### Clock routing, run 1

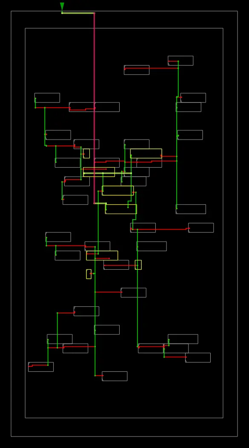
### Routed metal, one colour a layer, run 1

Scale bar: 20 um. Two of the layers only.
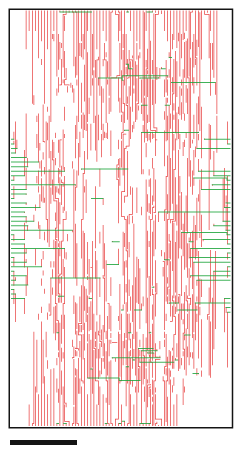
### Power grid, run 1

Scale bar: 20 um. Pins as bars on the die edge.
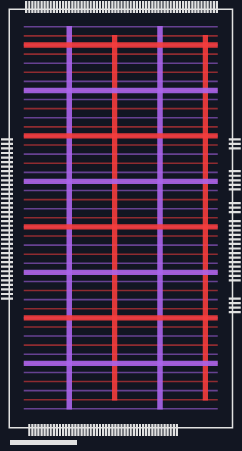
<file path="config.mk">
export PLATFORM = sky130hd
export DESIGN_NAME = selector_arb_flat
export DESIGN_NICKNAME = d
export VERILOG_FILES = /design/src/rtl/selector_arb_if.sv /design/src/rtl/selector_arb.sv /design/src/flat_wrapper.sv
export SDC_FILE = /design/constraint.sdc
export NUM_CORES = 1
export LEC_CHECK = 0
export CORE_ASPECT_RATIO = 2
export CORE_MARGIN = 4
export CORE_UTILIZATION = 35
export DETAILED_ROUTE_END_ITERATION = 8
export PLACE_DENSITY = 0.82
export SYNTH_ARGS = -nofsm -noshare
export SYNTH_HDL_FRONTEND = slang
export SYNTH_SLANG_ARGS = --single-unit
</file>
<file path="constraint.sdc">
create_clock -name clk -period 2 [get_ports clk]
set_input_delay 0.3 -clock clk [delete_from_list [all_inputs] [get_ports clk]]
set_output_delay 0.3 -clock clk [all_outputs]
set_load 0.1 [all_outputs]
</file>
<file path="src/rtl/selector_arb_if.sv">
// Handshake bundle for selector_arb: flattened channel inputs with per-channel valid/ready,
// arbitration controls, and the registered write-back output with its ready.
interface selector_arb_if #(
    parameter int WIDTH    = 32,
    parameter int CHANNELS = 4
);
    localparam int SEL_W = $clog2(CHANNELS);

    logic [CHANNELS*WIDTH-1:0] iC;
    logic [CHANNELS-1:0]       iValid;
    logic [CHANNELS-1:0]       oReady;
    logic                      iMode;
    logic [SEL_W-1:0]          iS;
    logic [WIDTH-1:0]          oZ;
    logic [SEL_W-1:0]          oSel;
    logic                      oValid;
    logic                      iReady;

    modport master (
        output iC, iValid, iMode, iS, iReady,
        input  oReady, oZ, oSel, oValid
    );

    modport slave (
        input  iC, iValid, iMode, iS, iReady,
        output oReady, oZ, oSel, oValid
    );
endinterface

</file>
<file path="src/rtl/selector_arb.sv">
// selector_arb: registered N-to-1 write-back selector, explicit-select or round-robin arbitration.
// Define SELECTOR_ARB_STATS_EN to add per-channel saturating 16-bit grant counters on oCnt.
module selector_arb #(
    parameter int WIDTH    = 32,
    parameter int CHANNELS = 4
) (
    input  logic          clk,
    input  logic          rst,
    selector_arb_if.slave bus
`ifdef SELECTOR_ARB_STATS_EN
    ,
    output logic [CHANNELS*16-1:0] oCnt
`endif
);
    localparam int SEL_W = $clog2(CHANNELS);

    logic [WIDTH-1:0]    oz_q, oz_d;
    logic [SEL_W-1:0]    osel_q, osel_d;
    logic [SEL_W-1:0]    ptr_q, ptr_d;
    logic                ovalid_q, ovalid_d;
    logic [SEL_W-1:0]    grant_idx_s, cand_s;
    logic                grant_vld_s, hit_s, load_en_s, xfer_s;
    logic [CHANNELS-1:0] oready_s;

    // Grant selection; out-of-range iS never aliases onto a real channel.
    always_comb begin
        grant_vld_s = 1'b0;
        grant_idx_s = '0;
        cand_s      = '0;
        hit_s       = 1'b0;
        if (bus.iMode == 1'b0) begin
            if (int'(bus.iS) < CHANNELS) begin
                grant_vld_s = bus.iValid[bus.iS];
                grant_idx_s = bus.iS;
            end else begin
                grant_vld_s = 1'b0;
            end
        end else begin
            for (int i = 1; i <= CHANNELS; i++) begin
                cand_s      = SEL_W'((int'(ptr_q) + i) % CHANNELS);
                hit_s       = !grant_vld_s && bus.iValid[cand_s];
                grant_idx_s = hit_s ? cand_s : grant_idx_s;
                grant_vld_s = grant_vld_s | hit_s;
            end
        end
    end

    // Handshake: accept a word whenever the output slot is free or being drained this cycle.
    always_comb begin
        load_en_s = !ovalid_q || bus.iReady;
        xfer_s    = !rst && load_en_s && grant_vld_s;
        oready_s  = '0;
        if (xfer_s) begin
            oready_s[grant_idx_s] = 1'b1;
        end else begin
            oready_s = '0;
        end
    end

    // Next-state for the output register and the round-robin pointer.
    always_comb begin
        oz_d     = oz_q;
        osel_d   = osel_q;
        ovalid_d = ovalid_q;
        ptr_d    = ptr_q;
        if (xfer_s) begin
            oz_d     = bus.iC[int'(grant_idx_s)*WIDTH +: WIDTH];
            osel_d   = grant_idx_s;
            ovalid_d = 1'b1;
            ptr_d    = bus.iMode ? grant_idx_s : ptr_q;
        end else if (ovalid_q && bus.iReady) begin
            ovalid_d = 1'b0;
        end else begin
            ovalid_d = ovalid_q;
        end
    end

    // State registers; reset points ptr at the last channel so channel 0 wins first.
    always_ff @(posedge clk) begin
        if (rst) begin
            oz_q     <= '0;
            osel_q   <= '0;
            ovalid_q <= 1'b0;
            ptr_q    <= SEL_W'(CHANNELS - 1);
        end else begin
            oz_q     <= oz_d;
            osel_q   <= osel_d;
            ovalid_q <= ovalid_d;
            ptr_q    <= ptr_d;
        end
    end

    assign bus.oZ     = oz_q;
    assign bus.oSel   = osel_q;
    assign bus.oValid = ovalid_q;
    assign bus.oReady = oready_s;

`ifdef SELECTOR_ARB_STATS_EN
    logic [15:0] cnt_q [CHANNELS];
    logic [15:0] cnt_d [CHANNELS];

    // Per-channel grant counters, saturating at all-ones.
    always_comb begin
        oCnt = '0;
        for (int k = 0; k < CHANNELS; k++) begin
            if (xfer_s && (grant_idx_s == SEL_W'(k)) && (cnt_q[k] != 16'hFFFF)) begin
                cnt_d[k] = cnt_q[k] + 16'd1;
            end else begin
                cnt_d[k] = cnt_q[k];
            end
            oCnt[k*16 +: 16] = cnt_q[k];
        end
    end

    // Counter registers.
    always_ff @(posedge clk) begin
        if (rst) begin
            for (int k = 0; k < CHANNELS; k++) begin
                cnt_q[k] <= 16'd0;
            end
        end else begin
            cnt_q <= cnt_d;
        end
    end
`endif
endmodule

</file>
<file path="src/flat_wrapper.sv">
// flat-port wrapper written by rule: the top's interface ports become plain ports
module selector_arb_flat 
#(
    parameter int WIDTH    = 32,
    parameter int CHANNELS = 4
)
  (clk, rst, bus_iC, bus_iValid, bus_iMode, bus_iS, bus_iReady, bus_oReady, bus_oZ, bus_oSel, bus_oValid);
  selector_arb_if #(.WIDTH(WIDTH), .CHANNELS(CHANNELS)) bus_i ();
  input  logic clk;
  input  logic rst;
  input wire logic [$bits(bus_i.iC)-1:0] bus_iC;
  input wire logic [$bits(bus_i.iValid)-1:0] bus_iValid;
  input wire logic [$bits(bus_i.iMode)-1:0] bus_iMode;
  input wire logic [$bits(bus_i.iS)-1:0] bus_iS;
  input wire logic [$bits(bus_i.iReady)-1:0] bus_iReady;
  output wire logic [$bits(bus_i.oReady)-1:0] bus_oReady;
  output wire logic [$bits(bus_i.oZ)-1:0] bus_oZ;
  output wire logic [$bits(bus_i.oSel)-1:0] bus_oSel;
  output wire logic [$bits(bus_i.oValid)-1:0] bus_oValid;
  assign bus_i.iC = bus_iC;
  assign bus_i.iValid = bus_iValid;
  assign bus_i.iMode = bus_iMode;
  assign bus_i.iS = bus_iS;
  assign bus_i.iReady = bus_iReady;
  assign bus_oReady = bus_i.oReady;
  assign bus_oZ = bus_i.oZ;
  assign bus_oSel = bus_i.oSel;
  assign bus_oValid = bus_i.oValid;
  selector_arb #(.WIDTH(WIDTH), .CHANNELS(CHANNELS)) u_core (.clk(clk), .rst(rst), .bus(bus_i));
endmodule
</file>
==> impl_metrics.csv, run 1 <==
group,metric,value,unit
synthesis,yosys.area.top_type,"dfxtp_1",
cells_and_area,logic_area,1678,um^2
cells_and_area,comb_share,33.78,%
critical_path,cp_slowest_cell,"dfxtp_4",
sta,fmax,456.0,MHz
cells_and_area,final_util,75.02,%
synthesis,top_area_share,31.08,%
sta,finalClockPeriodUsage,109.7,%
critical_path,rr_startpoint,"u_core.ptr_q[1]",
synthesis,synthTopCellsByCount,"nand2_1 (68), mux2i_1 (65), dfxtp_1 (37), a32o_1 (32), buf_2 (10)",
placed_design,place_area,4362,um^2
worst_hold_path,hold_depth,1,
synthesis,synth_seq_share,31.08,%
synthesis,top_cell,"nand2_1",
critical_path,crit_cells,6,
placed_design,pre_cts_ws,-0.6253,ns
sta,setup_violations,35,
detailed_routing,dr_wl_met2,6424,um
synthesis,synth_cell_type_count,33,
clocking,ctsResizeCount,33,
synthesis,ys_sh_simple,14.17,%
global_route,grt_util_met2,48.68,%
power_and_ir_drop,power,0.003690,W
critical_path,worstPathMaxFanout,3,
sta,final.setup.worst_slack,-0.1932,ns
clocking,cts_buffer_depth,2,
critical_path,reg2reg_to,"u_core.bus.oZ[7]",
detailed_routing,first_pass_iters,4,
cells_and_area,largest_reg_flops,32,
placed_design,port_buffers,176,
synthesis,yosys_area,2384,um^2
cells_and_area,fin_cells,549,
global_route,overflow,0,
synthesis,ys_sh_xor,0,%
placed_design,placed_cells,523,
clocking,h-tree-depth,2,
cells_and_area,nets,598,
run,maxCapViolCount,0,
synthesis,ys_cells,260,
worst_hold_path,min_to,"u_core.bus.oZ[2]",
critical_path,rrSetupSlack,-0.15,ns
detailed_routing,top_layer,"met4",
sta,finalHoldViolCount,0,
detailed_routing,viasPerCell,5.353,
critical_path,cp_data_arrival_time,1.89,ns
sta,hold_ws,0.4665,ns
worst_hold_path,hp-start,"u_core.bus.oZ[2]",
detailed_routing,drt_iter0_drc,157,
synthesis,synth.avg_cell_area,9.167,um^2
outcome,violations,"setup timing",
power_and_ir_drop,sw_frac_of_total,42.76,%
synthesis,netlist_logic_family_top,"multiplexers",
synthesis,syn-cell-area,2384,um^2
sta,min_period,2.193,ns
detailed_routing,wl_met1,3499,um
sta,tightestPinTransition,0.5834,ns
outcome,status,"finished, violations left",
floorplan,fp.dieH,124.7,um
synthesis,synth_cells,260,
global_route,grt_pass1_wl,15850,um
power_and_ir_drop,pwr-share-clk,20.4,%
synthesis,mux_area_share,28.24,%
cells_and_area,antenna_cells,0,
sta,slew-limit-headroom,60.75,%
-- 'Clock routing' (at the start) --
final sequential cell count: 37
cts bufs inserted: 5
clk pwr: 0.000754 W

-- 'Routed metal, one colour a layer' (at the start) --
| colour | layer | wire length |
|---|---|---|
| green | met3 | 565 um |
| red | met2 | 6420 um |
wire per inst: 20.03 um
drt total wl: 11000 um
total number of vias: 2939
All-Layer GR Usage: 25.04%

-- 'Power grid' (at the start) --
| colour | net |
|---|---|
| purple | VSS |
| red | VDD |
met1 rails: 43
met4 straps: 4
signal pins: 177
rows: 42

run 1: cell usage in the layout (no fill, tap or decap), drive strengths merged, types with 4 or more instances in the layout:
cell and count:
clkdlybuf4s50 131, buf 76, nand2 68, mux2i 65, dfxtp 37, a32o 32
clkbuf 9, nor2 5, a21oi 4
run 1: power groups by stage:
| stage | combinational, W | sequential (W) | clock (W) |
|---|---|---|---|
| 6_report | 0.00204 | 0.000893 | 0.000754 |
| 5_1_grt | 0.00212 | 0.000902 | 0.000808 |
| 4_1_cts | 0.00199 | 0.000891 | 0.000767 |
| 3_5_place_dp | 0.00180 | 0.000908 | 0 |
| 3_3_place_gp | 0.00177 | 0.000902 | 0 |
| 2_1_floorplan | 0.000541 | 0.00157 | 0 |
### Routed clock nets over the placement, run 1

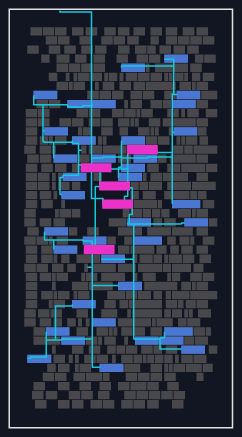

==> run 2, diff against run 1 <==
--- a/config.mk
+++ b/config.mk
@@ -5,7 +5,6 @@
 export SDC_FILE = /design/constraint.sdc
 export NUM_CORES = 1
 export LEC_CHECK = 0
-export CORE_ASPECT_RATIO = 2
 export CORE_MARGIN = 4
 export CORE_UTILIZATION = 35
 export DETAILED_ROUTE_END_ITERATION = 8
### Routed clock nets over the placement, run 2

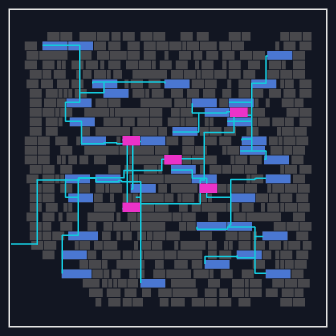
[blue] flip-flops | count: 37
[cyan] clock wires | length: 554 um
[magenta] cells driving clock nets | count: 5
routed clock nets: 6

==> impl_metrics.csv, run 2 <==
group,metric,value,unit
outcome,status,"finished, violations left",
outcome,violations,"setup timing",
critical_path,critical-path-max-stage-delay,0.37,ns
placed_design,dpl.hpwl,7121,um
placed_design,gp_congestion,0.8708,
global_route,antenna_found_initial,0,
synthesis,synth_seq_share,31.08,%
global_route,grt_pass1_wl,15570,um
synthesis,ys_sh_simple,14.17,%
critical_path,reg2reg_to,"u_core.bus.oZ[18]",
critical_path,cp_data_arrival_time,1.88,ns
cells_and_area,layout_top_cell,"clkdlybuf4s50_1",
clocking,cts_buffer_depth,2,
detailed_routing,wl_met1,3843,um
detailed_routing,drc,0,
synthesis,yosys_area,2384,um^2
power_and_ir_drop,p_sw,0.001527,W
power_and_ir_drop,power_frac_seq,26.1,%
critical_path,crit_cells,8,
clocking,cts_buffers,5,
cells_and_area,fin_cells,547,
detailed_routing,drt-total-wl,10040,um
power_and_ir_drop,power,0.003421,W
cells_and_area,final_util,75.94,%
global_route,grt.total_usage,23.47,%
critical_path,r2r_cells,10,
cells_and_area,final_layout_top_logic_cells,"clkdlybuf4s50_1 (130), nand2_1 (67), buf_4 (62), mux2i_1 (60), dfxtp_1 (34)",
sta,maxSlewViolCount,0,
power_and_ir_drop,top_power_group,"combinational cells",
critical_path,cp_cell_sequence,"nand2b_4 > a21oi_2 > a311o_1 > buf_4 > a31oi_4 > buf_6 > nor2_4 > buf_12",
global_route,grt_util_met2,43.11,%
critical_path,rr_startpoint,"u_core.ptr_q[1]",
global_route,grtUsageMet3,7.000,%
clocking,cts_tree,"built",
detailed_routing,first_pass_iters,4,
placed_design,placed_cells,520,
synthesis,synth_cells,260,
placed_design,port_buffers,176,
detailed_routing,route.met3.wl,850,um
sta,finalClockPeriodUsage,109.0,%
clocking,cts_root_buf,"clkbuf_8",
synthesis,ys_sh_adder,0,%
synthesis,ys_ff,37,
detailed_routing,dr_wl_met2,5200,um
synthesis,async_reset_ff_share,0,%
run,maxCapViolCount,0,
cells_and_area,layout-drive-gt1-share,26.60,%
detailed_routing,wl_per_cell,18.35,um
critical_path,end_kind,"output port",
clocking,h-tree-depth,2,
sta,fmax,458.6,MHz
synthesis,yosys.area.top_type,"dfxtp_1",
sta,rsz0062_at_grt,"true",
floorplan,fp_util,36.70,%
global_route,grt_max_degree,23,
floorplan,dieWidth,90.53,um
synthesis,ys_sh_xor,0,%
synthesis,syn-cell-area,2384,um^2
floorplan,ios,177,
synthesis,netlist_logic_family_top,"multiplexers",
detailed_routing,viasPerCell,5.351,
placed_design,pre_cts_ws,-0.5599,ns
detailed_routing,top_layer,"met4",
cells_and_area,antenna_cells,0,
detailed_routing,antenna_left,0,
synthesis,ys_cells,260,
detailed_routing,vias,2927,
critical_path,worstPathMaxFanout,5,
synthesis,synth-compound-area-share,19.69,%
clocking,cts.sinks,37,
synthesis,top_cells_by_area,"dfxtp_1 (31%), mux2i_1 (27%), a32o_1 (13%)",
sta,fin_setup_tns,-1.898,ns
synthesis,floorplan.nets,398,
clocking,ctsResizeCount,37,
synthesis,synth-edff-count,0,
sta,hold_ws,0.4714,ns
critical_path,rrSetupSlack,-0.17,ns
critical_path,cp_top_family,"AND-OR/OR-AND gates",
sta,setup_violations,29,
sta,finalHoldViolCount,0,
global_route,gr-usage-met1,26.17,%
synthesis,mux_area_share,28.24,%
critical_path,cp_slowest_cell,"dfxtp_4",
synthesis,ys_warn_count,0,
cells_and_area,largest_reg_flops,32,
power_and_ir_drop,sw_frac_of_total,44.65,%
detailed_routing,drt_iter0_drc,119,
critical_path,crit_path_end,"bus_oReady[0]",
global_route,overflow,0,
floorplan,die-area,8195,um^2
critical_path,worst_setup_path_start_kind,"flop",
critical_path,path_class,"reg -> out",
sta,min_period,2.181,ns
clocking,clk_pin_slew,0.07,ns
placed_design,place_area,4408,um^2
power_and_ir_drop,p_clk,0.000510,W
run,warnings,29,
power_and_ir_drop,power_per_cell_area,693.5,nW/um^2
clocking,cts_hold_buf,0,
synthesis,synthTopCellsByCount,"nand2_1 (68), mux2i_1 (65), dfxtp_1 (37), a32o_1 (32), buf_2 (10)",
cells_and_area,nets,608,
worst_hold_path,hp-start,"u_core.bus.oZ[22]",
critical_path,startpoint,"u_core.ptr_q[1]",
sta,slew-limit-headroom,76.25,%
worst_hold_path,min_path_type,"reg -> reg",
critical_path,crit_required,1.70,ns
cells_and_area,postLayoutCellArea,4932,um^2
clocking,clkLatencyLatePin,0.29,ns
power_and_ir_drop,powerSeq,0.000894,W
synthesis,synth_cell_type_count,33,
worst_hold_path,min_to,"u_core.bus.oZ[22]",
sta,finClkSkew,0.007021,ns
power_and_ir_drop,p_leak,2.235,nW
sta,tightestPinTransition,0.3531,ns
clocking,post_cts_buffers,10,
cells_and_area,syn_to_final_growth,106.9,%
worst_hold_path,hold_depth,1,
power_and_ir_drop,pg_comb,0.00202,W
synthesis,top_cell,"nand2_1",
floorplan,fp.dieH,90.53,um
synthesis,synth.avg_cell_area,9.167,um^2
power_and_ir_drop,pwr-share-clk,14.9,%
floorplan,row_count,29,
synthesis,flop_cell,"dfxtp_1",
sta,final.setup.worst_slack,-0.1807,ns
critical_path,cp_num_buf_inv,3,
power_and_ir_drop,p_int,0.001893,W
global_route,grt_pass1_vias,3037,
synthesis,top_area_share,31.08,%
power_and_ir_drop,combPwrFrac,59.0,%
global_route,gr-max-usage-layer,"met2",
### Power grid, run 2

Scale bar: 20 um. Pins as bars on the die edge.
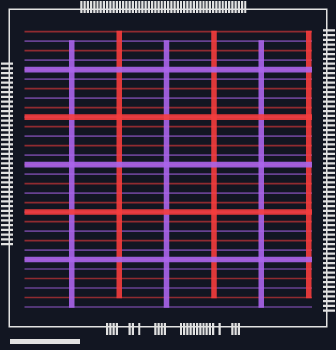
| colour | net |
|---|---|
| purple | VSS |
| red | VDD |
signal pins: 177
met1 rails: 30
met5 straps: 5
met4 straps: 6
worst-case vdd ir drop: 0.3248 mV
core area: 6495 um^2

-- run 2: netlist changes by cell type in the layout (fill, tap and decap cells not counted), moves of 2 or more --
| cell | before | now |
|---|---|---|
| buf_12 | 13 | 10 |
| buf_16 | 4 | 8 |
| buf_4 | 49 | 62 |
| buf_8 | 3 | 0 |
| clkbuf_16 | 7 | 1 |
| clkbuf_8 | 0 | 5 |
| mux2i_1 | 58 | 60 |
| mux2i_2 | 6 | 4 |
| nand2_1 | 62 | 67 |
| nand2_2 | 2 | 0 |
| nand2_4 | 3 | 0 |
-- run 2: final cells by class --
cell class                      instances  area [um^2]
Fill cell                             470         1563
Inverter                                3        11.26
Tap cell                               77        96.34
Sequential cell                        37        752.0
Clock inverter                          1        5.005
Clock buffer                            6        72.57
Timing Repair Buffer                  225         2359
Multi-Input combinational cell        198         1637
Power and IR drop assume default switching activity.
